--- src/rtl/muldiv_unit.sv ---
// muldiv_unit: multi-cycle RV32M multiply/divide unit.
// Multiplies use a radix-2 shift-add core and divides use restoring division,
// both on operand magnitudes with sign correction applied in FIN.
// Divide-by-zero and signed overflow skip CALC and finish one cycle after acceptance.
//
// Handshake: start is sampled only while busy is low. busy is high from the
// edge after acceptance until the edge that raises done. done is a one-cycle
// pulse that never overlaps busy, and result holds until the next done.
module muldiv_unit (
  input  logic        clk,
  input  logic        rst_n,
  input  logic        start,
  input  logic [31:0] a,
  input  logic [31:0] b,
  input  logic [2:0]  funct3,
  output logic        busy,
  output logic        done,
  output logic [31:0] result
);

  typedef enum logic [1:0] {
    S_IDLE = 2'd0,
    S_CALC = 2'd1,
    S_FIN  = 2'd2
  } state_t;

  state_t      state;
  state_t      state_nxt;

  // Captured operation and operand sign information
  logic [2:0]  op;
  logic        a_neg;
  logic        b_neg;
  logic        special;
  // Multiplicand (multiply) or divisor magnitude (divide)
  logic [31:0] opnd;
  // Multiply: {product_hi, multiplier/product_lo}
  // Divide:   {remainder, dividend/quotient}
  // Special:  the precomputed result sits in the low half
  logic [63:0] acc;
  logic [5:0]  cnt;

  // Decode of the incoming request
  logic        in_div;
  logic        a_signed_in;
  logic        b_signed_in;
  logic        a_neg_in;
  logic        b_neg_in;
  logic [31:0] a_mag;
  logic [31:0] b_mag;
  logic        div_zero;
  logic        div_ovf;
  logic [31:0] special_res;

  // Iteration datapath
  logic [32:0] mul_sum;
  logic [63:0] mul_next;
  logic [32:0] rem_sh;
  logic        no_borrow;
  logic [31:0] diff;
  logic [63:0] div_next;

  // Sign correction in FIN
  logic        res_neg;
  logic [63:0] prod;
  logic [31:0] quo;
  logic [31:0] rem;
  logic [31:0] fin_res;

  // Request decode: operand signedness, magnitudes and fast-path detection
  always_comb begin
    in_div      = funct3[2];
    a_signed_in = funct3[2] ? ~funct3[0] : (funct3 != 3'b011);
    b_signed_in = funct3[2] ? ~funct3[0] : ~funct3[1];
    a_neg_in    = a_signed_in & a[31];
    b_neg_in    = b_signed_in & b[31];
    a_mag       = a_neg_in ? (32'd0 - a) : a;
    b_mag       = b_neg_in ? (32'd0 - b) : b;
    div_zero    = in_div & (b == 32'd0);
    div_ovf     = in_div & ~funct3[0] & (a == 32'h8000_0000) & (b == 32'hFFFF_FFFF);
    special_res = 32'd0;
    if (div_zero) begin
      special_res = funct3[1] ? a : 32'hFFFF_FFFF;
    end else if (div_ovf) begin
      special_res = funct3[1] ? 32'd0 : 32'h8000_0000;
    end
  end

  // One iteration of shift-add multiply and restoring divide
  always_comb begin
    mul_sum   = {1'b0, acc[63:32]} + {1'b0, opnd};
    if (acc[0]) begin
      mul_next = {mul_sum, acc[31:1]};
    end else begin
      mul_next = {1'b0, acc[63:32], acc[31:1]};
    end
    rem_sh    = acc[63:31];
    no_borrow = (rem_sh >= {1'b0, opnd});
    // When there is no borrow the true difference is below the divisor,
    // so the low 32 bits of the subtraction are exact.
    diff      = rem_sh[31:0] - opnd;
    if (no_borrow) begin
      div_next = {diff, acc[30:0], 1'b1};
    end else begin
      div_next = {rem_sh[31:0], acc[30:0], 1'b0};
    end
  end

  // Final sign correction and result selection
  always_comb begin
    res_neg = a_neg ^ b_neg;
    prod    = res_neg ? (64'd0 - acc) : acc;
    quo     = res_neg ? (32'd0 - acc[31:0]) : acc[31:0];
    rem     = a_neg ? (32'd0 - acc[63:32]) : acc[63:32];
    if (!op[2]) begin
      fin_res = (op[1:0] == 2'b00) ? prod[31:0] : prod[63:32];
    end else begin
      fin_res = op[1] ? rem : quo;
    end
  end

  // State register
  always_ff @(posedge clk) begin
    if (!rst_n) begin
      state <= S_IDLE;
    end else begin
      state <= state_nxt;
    end
  end

  // Next-state logic
  always_comb begin
    state_nxt = state;
    case (state)
      S_IDLE: begin
        if (start) begin
          state_nxt = (div_zero | div_ovf) ? S_FIN : S_CALC;
        end
      end
      S_CALC: begin
        if (cnt == 6'd31) begin
          state_nxt = S_FIN;
        end
      end
      S_FIN: begin
        state_nxt = S_IDLE;
      end
      default: begin
        state_nxt = S_IDLE;
      end
    endcase
  end

  // FSM outputs
  always_comb begin
    busy = (state != S_IDLE);
  end

  // Datapath registers, result and done pulse
  always_ff @(posedge clk) begin
    if (!rst_n) begin
      op      <= 3'd0;
      a_neg   <= 1'b0;
      b_neg   <= 1'b0;
      special <= 1'b0;
      opnd    <= 32'd0;
      acc     <= 64'd0;
      cnt     <= 6'd0;
      done    <= 1'b0;
      result  <= 32'd0;
    end else begin
      done <= 1'b0;
      case (state)
        S_IDLE: begin
          if (start) begin
            op      <= funct3;
            a_neg   <= a_neg_in;
            b_neg   <= b_neg_in;
            special <= div_zero | div_ovf;
            cnt     <= 6'd0;
            opnd    <= in_div ? b_mag : a_mag;
            if (div_zero | div_ovf) begin
              acc <= {32'd0, special_res};
            end else begin
              acc <= {32'd0, (in_div ? a_mag : b_mag)};
            end
          end
        end
        S_CALC: begin
          acc <= op[2] ? div_next : mul_next;
          cnt <= cnt + 6'd1;
        end
        S_FIN: begin
          result <= special ? acc[31:0] : fin_res;
          done   <= 1'b1;
        end
        default: begin
          done <= 1'b0;
        end
      endcase
    end
  end

endmodule

--- config.mk ---
export PLATFORM = sky130hd
export DESIGN_NAME = muldiv_unit
export DESIGN_NICKNAME = d
export VERILOG_FILES = /design/src/rtl/muldiv_unit.sv
export SDC_FILE = /design/constraint.sdc
export NUM_CORES = 1
export LEC_CHECK = 0
export CAP_MARGIN = 5
export CORE_ASPECT_RATIO = 0.8
export CORE_MARGIN = 4
export CORE_UTILIZATION = 35
export CTS_CLUSTER_DIAMETER = 120
export CTS_CLUSTER_SIZE = 10
export DETAILED_ROUTE_END_ITERATION = 8
export PLACE_DENSITY_LB_ADDON = 0.2
export SLEW_MARGIN = 20
export SYNTH_ARGS = -nofsm -noshare
export SYNTH_HDL_FRONTEND = slang
export SYNTH_SLANG_ARGS = --single-unit
export TNS_END_PERCENT = 100
--- constraint.sdc ---
create_clock -name clk -period 3.5 [get_ports clk]
set_input_delay 0.7 -clock clk [delete_from_list [all_inputs] [get_ports clk]]
set_output_delay 0.7 -clock clk [all_outputs]
set_load 0.1 [all_outputs]
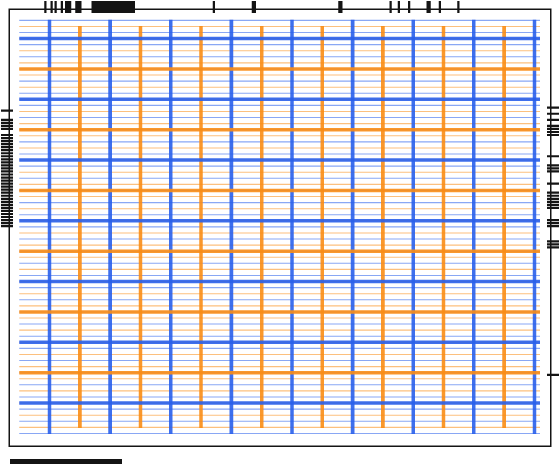
*Floorplan with the power grid, run 1*
Bar = 50 µm. Pins as bars on the die edge.
Key: orange = VDD; blue = VSS
The core has 68 rows. 69 met1 rails follow the rows. 104 signal pins sit on the boundary.
Die Wd: 242 µm
maximum vdd drop: 0.342 mV

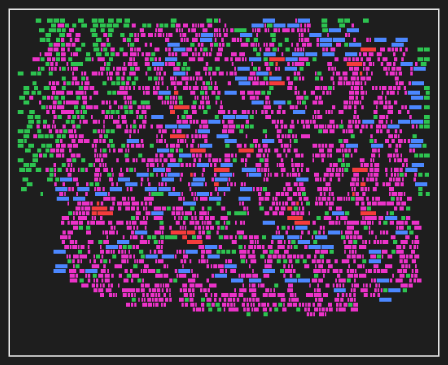
*Placed cells, one color a class, run 1*
Key: magenta = remaining logic cells [cells 1891]; green = remaining buffers and delay cells [cells 417]; blue = registers [cells 143]; red = clock drivers and dummy loads [cells 32]
final core area utilization: 45.1%
core area: 43100 µm²

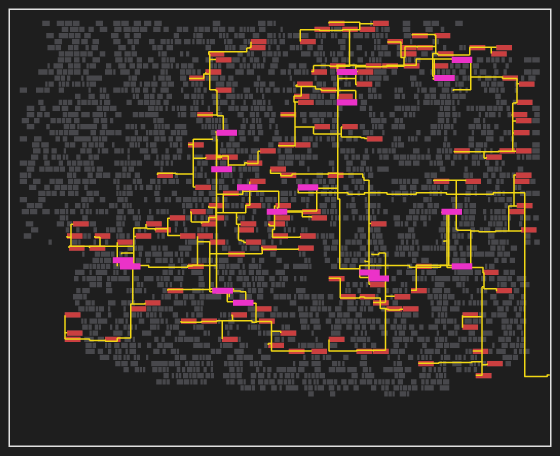
*Clock network drawn from the DEF, run 1*
Key: yellow = clock wires [length 2470 µm]; magenta = clock-net drivers [count 17]; red = flip-flops [count 143]
There are 18 routed clock nets.
skew final: 0.0185 ns
P_clk: 0.00175 W
Clock power frac: 25.0%
Latency at later pin: 0.46 ns

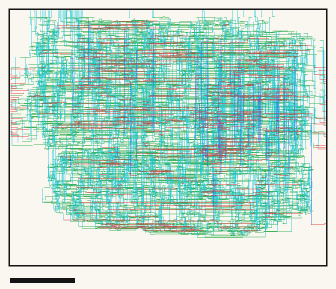
*Metal layers overlaid, run 1*
Bar = 50 µm.
Key: green = M1 [wire length 32.6 mm]; blue = M4 [wire length 1800 µm]; cyan = M2 [wire length 27.9 mm]; red = M3 [wire length 7060 µm]
GRT Total Usage: 28.3%
Via Count: 18200

==> flow_metrics.env, run 1 <==
# implementation run metrics
export IMPL_netlist_top_cells_area="dfxtp_1 19%, a21oi_1 7.3%, o21ai_0 6.7%"
export IMPL_path_clk_slew_ns=0.06
export IMPL_p_seq_share_pct=26.9
export IMPL_fillers=4403
export IMPL_cp_slowest_cell="or4_1"
export IMPL_cpPeakStageDelay_ns=0.56
export IMPL_ys_seq_share_pct=18.7
export IMPL_grt_busiest_layer="met1"
export IMPL_logic_family="AND-OR/OR-AND gates"
export IMPL_cp_end_kind="flop"
export IMPL_synth_async_reset_ratio_pct=0
export IMPL_top_cell="nand2_1"
export IMPL_status="finished clean"
export IMPL_ys_sh_aoi_pct=31.9
export IMPL_worst_slew_pin_slew_ns=1.02
export IMPL_ant_nets=0
export IMPL_syn2layout_area_growth_pct=27.1
export IMPL_cp_common_cell="nor3_1"
export IMPL_wl_met3_um=7060
export IMPL_numCtsBuffers=17
export IMPL_min_path_type="reg2reg"
export IMPL_drv_cap=0
export IMPL_dieArea_um2=47200
export IMPL_fp_nets=2355
export IMPL_cts_tree="yes"
export IMPL_grt_pass1_vias=16800
export IMPL_cp_arrival_ns=3.72
export IMPL_ctsHoldBuffers=0
export IMPL_rows=68
export IMPL_fmax_ghz=0.293
export IMPL_dpl_hpwl_um=55200
export IMPL_clockRootBuffer="clkbuf_16"
export IMPL_wl_um=69400
export IMPL_ys_seq_elements=143
export IMPL_met3_usage_pct=6.47
export IMPL_tool_warnings=27
export IMPL_top_layer_used="met4"
export IMPL_powerComb_w=0.00335
export IMPL_dpl_cell_area_um2=18700
export IMPL_synth_edff_count=0
export IMPL_port_buffers=103
export IMPL_synthAdderAreaFrac_pct=5.98
export IMPL_top_area_share_pct=18.7
export IMPL_worst_endpoint_required_ns=3.80
export IMPL_avgSynthCellArea_um2=6.92
export IMPL_yosysWarnings=0
export IMPL_ys_cells=2213
export IMPL_cts_sinks=143
export IMPL_setup_viol=0
export IMPL_finalSetupTns_ns=0
export IMPL_route_detailed_drc=0
export IMPL_grt_pass1_wl_um=105000
export IMPL_finalMaxSlewViolations=0
export IMPL_leakage_nw=8.01
export IMPL_max_slew_margin_pct=32.1
export IMPL_common_cells="247 x nand2_1, 223 x a21oi_1, 204 x o21ai_0, 194 x nor2_1, 150 x clkbuf_1"
export IMPL_critPathBufInv=2
export IMPL_routedWlPerCell_um=22.8
export IMPL_p_total_w=0.00697
export IMPL_synth_cells=2213
export IMPL_drt_iter0_drc=2269
export IMPL_syn_area_um2=15300
export IMPL_combinationalPowerShare_pct=48.0
export IMPL_fin_hold_ws_ns=0.457
export IMPL_cp_max_fo=3
export IMPL_htreeDepth=4
export IMPL_overflow=0
export IMPL_dp_cells=3005
export IMPL_dp_slack_ns=-0.557
export IMPL_via_per_inst=5.99
export IMPL_cts_buffer_depth=2
export IMPL_flop_cell="dfxtp_1"
export IMPL_final_cell_area_um2=19500
export IMPL_layout_top_cells_excl_fill_tap="321 x buf_4, 247 x nand2_1, 219 x a21oi_1"
export IMPL_antenna_found_initial=0
export IMPL_routabilityCongestion=1.01
export IMPL_ys_area_um2=15300
export IMPL_wl_met1_um=32600
[run 1: sequential cells by signal, summed over array words and instances (netlist names)]
| signal | cells |
|---|---|
| a_neg | 1 |
| acc | 64 |
| b_neg | 1 |
| cnt | 6 |
| done | 1 |
| op | 3 |
| opnd | 32 |
| result | 32 |
| special | 1 |
| state | 2 |
[run 1: final cells by class]
cell class	count	share of cell area [%]
inverter	72	1.39
clock buffer	19	2.28
tap	560	3.60
sequential	143	14.7
timing repair buffer	417	17.6
clock inverter	13	0.463
multi-input combinational	1819	60.0
antenna	1	0.0129
[run 1: worst paths after layout]
path | from | to | slack [ns] | depth (start not counted)
worst max-delay path | b[13] | acc[30] | 0.09 | 11
worst min-delay path | result[21] | result[21] | 0.46 | 2
worst max register to register | acc[9] | result[21] | 0.11 | 10
worst min register to register | result[21] | result[21] | 0.46 | 2
## Run 2: what changed since run 1
--- a/config.mk
+++ b/config.mk
@@ -7,7 +7,7 @@
 export LEC_CHECK = 0
 export CAP_MARGIN = 5
 export CORE_ASPECT_RATIO = 0.8
-export CORE_MARGIN = 4
+export CORE_MARGIN = 5
 export CORE_UTILIZATION = 35
 export CTS_CLUSTER_DIAMETER = 120
 export CTS_CLUSTER_SIZE = 10
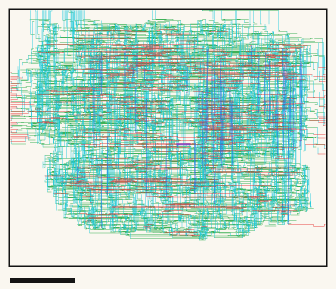
*Metal layers overlaid, run 2*
Bar = 50 µm.
Key: green = M1 [wire length 32.6 mm]; cyan = M2 [wire length 28.1 mm]; blue = M4 [wire length 1960 µm]; red = M3 [wire length 7770 µm]; purple = M5 [wire length 9.20 µm]
DR WL/cell: 23.0 µm
GRT Total Usage: 28.0%
Via Count: 18400

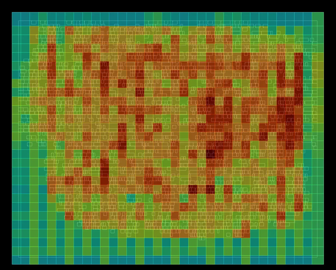
*Track usage over the die, run 2*
grt peak-use layer: met1
global routing met2 resource utilization: 39.7%
met1 Usage GRT: 42.3%
final core area utilization: 45.5%
met3 Use GR: 6.14%

==> run 2 against run 1 <==
Maximum frequency is 1.9% higher. Die size up 1.9%. Combinational power about the same. Flip-flop count unchanged. Sequential share of layout area is 0.16 points lower. Cell area is 1.1% higher. Clock skew decreased by 0.0050 ns.
==> flow_metrics.env, run 2 <==
# implementation run metrics
export IMPL_dpl_hpwl_um=55600
export IMPL_die_w_um=244
export IMPL_drv_cap=0
export IMPL_dp_slack_ns=-0.559
export IMPL_p_seq_share_pct=25.5
export IMPL_reg2reg_from="acc[32]"
export IMPL_ys_cells=2213
export IMPL_path_depth=11
export IMPL_clockRootBuffer="clkbuf_16"
export IMPL_rows=68
export IMPL_numCtsBuffers=17
export IMPL_via_per_inst=6.02
export IMPL_grt_pass1_vias=17000
export IMPL_synth_edff_count=0
export IMPL_cts_sinks=143
export IMPL_dp_cells=3017
export IMPL_holdPathStages=2
export IMPL_wl_um=70400
export IMPL_dieArea_um2=48000
export IMPL_power_switching_w=0.00306
export IMPL_cp_arrival_ns=3.69
export IMPL_fp_nets=2355
export IMPL_ys_area_um2=15300
export IMPL_skew_ns=0.0136
export IMPL_fillers=4435
export IMPL_ys_sh_xor_pct=10.9
export IMPL_wl_met3_um=7770
export IMPL_port_buffers=103
export IMPL_fin_hold_ws_ns=0.464
export IMPL_top_layer_used="met5"
export IMPL_ys_seq_elements=143
export IMPL_hold_end="result[21]"
export IMPL_min_path_type="reg2reg"
export IMPL_layout_top_cells_excl_fill_tap="338 x buf_4, 247 x nand2_1, 219 x a21oi_1"
export IMPL_common_cells="247 x nand2_1, 223 x a21oi_1, 204 x o21ai_0, 194 x nor2_1, 150 x clkbuf_1"
export IMPL_cpPeakStageDelay_ns=0.51
export IMPL_largest_register="acc"
export IMPL_syn_area_um2=15300
export IMPL_finalMaxSlewViolations=0
export IMPL_wl_met1_um=32600
export IMPL_antenna_found_initial=1
export IMPL_htreeDepth=4
export IMPL_leakage_nw=8.16
export IMPL_path_clk_slew_ns=0.07
export IMPL_yosysWarnings=0
export IMPL_coreArea_um2=43200
export IMPL_crit_path_start="b[15]"
export IMPL_fmax_ghz=0.298
export IMPL_tool_warnings=29
export IMPL_reg_top3="acc x64, opnd x32, result x32"
export IMPL_synthAdderAreaFrac_pct=5.98
export IMPL_cp_max_fo=11
export IMPL_flop_cell="dfxtp_1"
export IMPL_logic_family="AND-OR/OR-AND gates"
export IMPL_netlist_top_cells_area="dfxtp_1 19%, a21oi_1 7.3%, o21ai_0 6.7%"
export IMPL_overflow=0
export IMPL_dpl_cell_area_um2=18800
export IMPL_cts_buffer_depth=2
export IMPL_largest_register_ffs=64
export IMPL_route_detailed_drc=0
export IMPL_ys_sh_aoi_pct=31.9
export IMPL_top_cell="nand2_1"
export IMPL_clk_power_w=0.00212
export IMPL_crit_end="acc[15]"
export IMPL_synth_async_reset_ratio_pct=0
export IMPL_ir_drop_mv=0.332
export IMPL_final_cell_area_um2=19700
export IMPL_ant_nets=0
export IMPL_status="finished clean"
export IMPL_cp_common_cell="o211ai_1"
export IMPL_r2r_end="result[22]"
export IMPL_synth_area_leader_cell="dfxtp_1"
export IMPL_max_slew_margin_pct=33.1
export IMPL_top_area_share_pct=18.7
export IMPL_worst_endpoint_required_ns=3.84
export IMPL_setup_viol=0
export IMPL_rrSetupSlack_ns=0.19
export IMPL_antenna_cells=0
export IMPL_grt_pass1_wl_um=106000
export IMPL_cp_end_kind="flop"
## run 2: cell type report
| cell class | instances | area (µm²) | share of cell area [%] |
|---|---|---|---|
| clock buffer | 18 | 429 | 2.18 |
| clock inverter | 14 | 228 | 1.16 |
| inverter | 72 | 270 | 1.37 |
| multi-input combinational | 1819 | 11700 | 59.2 |
| sequential | 143 | 2870 | 14.6 |
| tap | 560 | 701 | 3.56 |
| timing repair buffer | 432 | 3530 | 17.9 |
## run 2: per-stage QoR
stage	power [W]	TNS, ns
3_5_place_dp	0.00518	-20.64
3_3_place_gp	0.00516	-18.77
4_1_cts	0.00729	-0.0620
6_report	0.00738	0
5_1_grt	0.00772	-0.0184
2_1_floorplan	0.00382	0
## run 2: worst min-delay path, cell delays in order, from the launching register on
cell,delay [ns]
dfxtp_1,0.31
nand2_1,0.05
a21oi_1,0.05
No activity file was given, so power comes from the tool's default toggle rates.
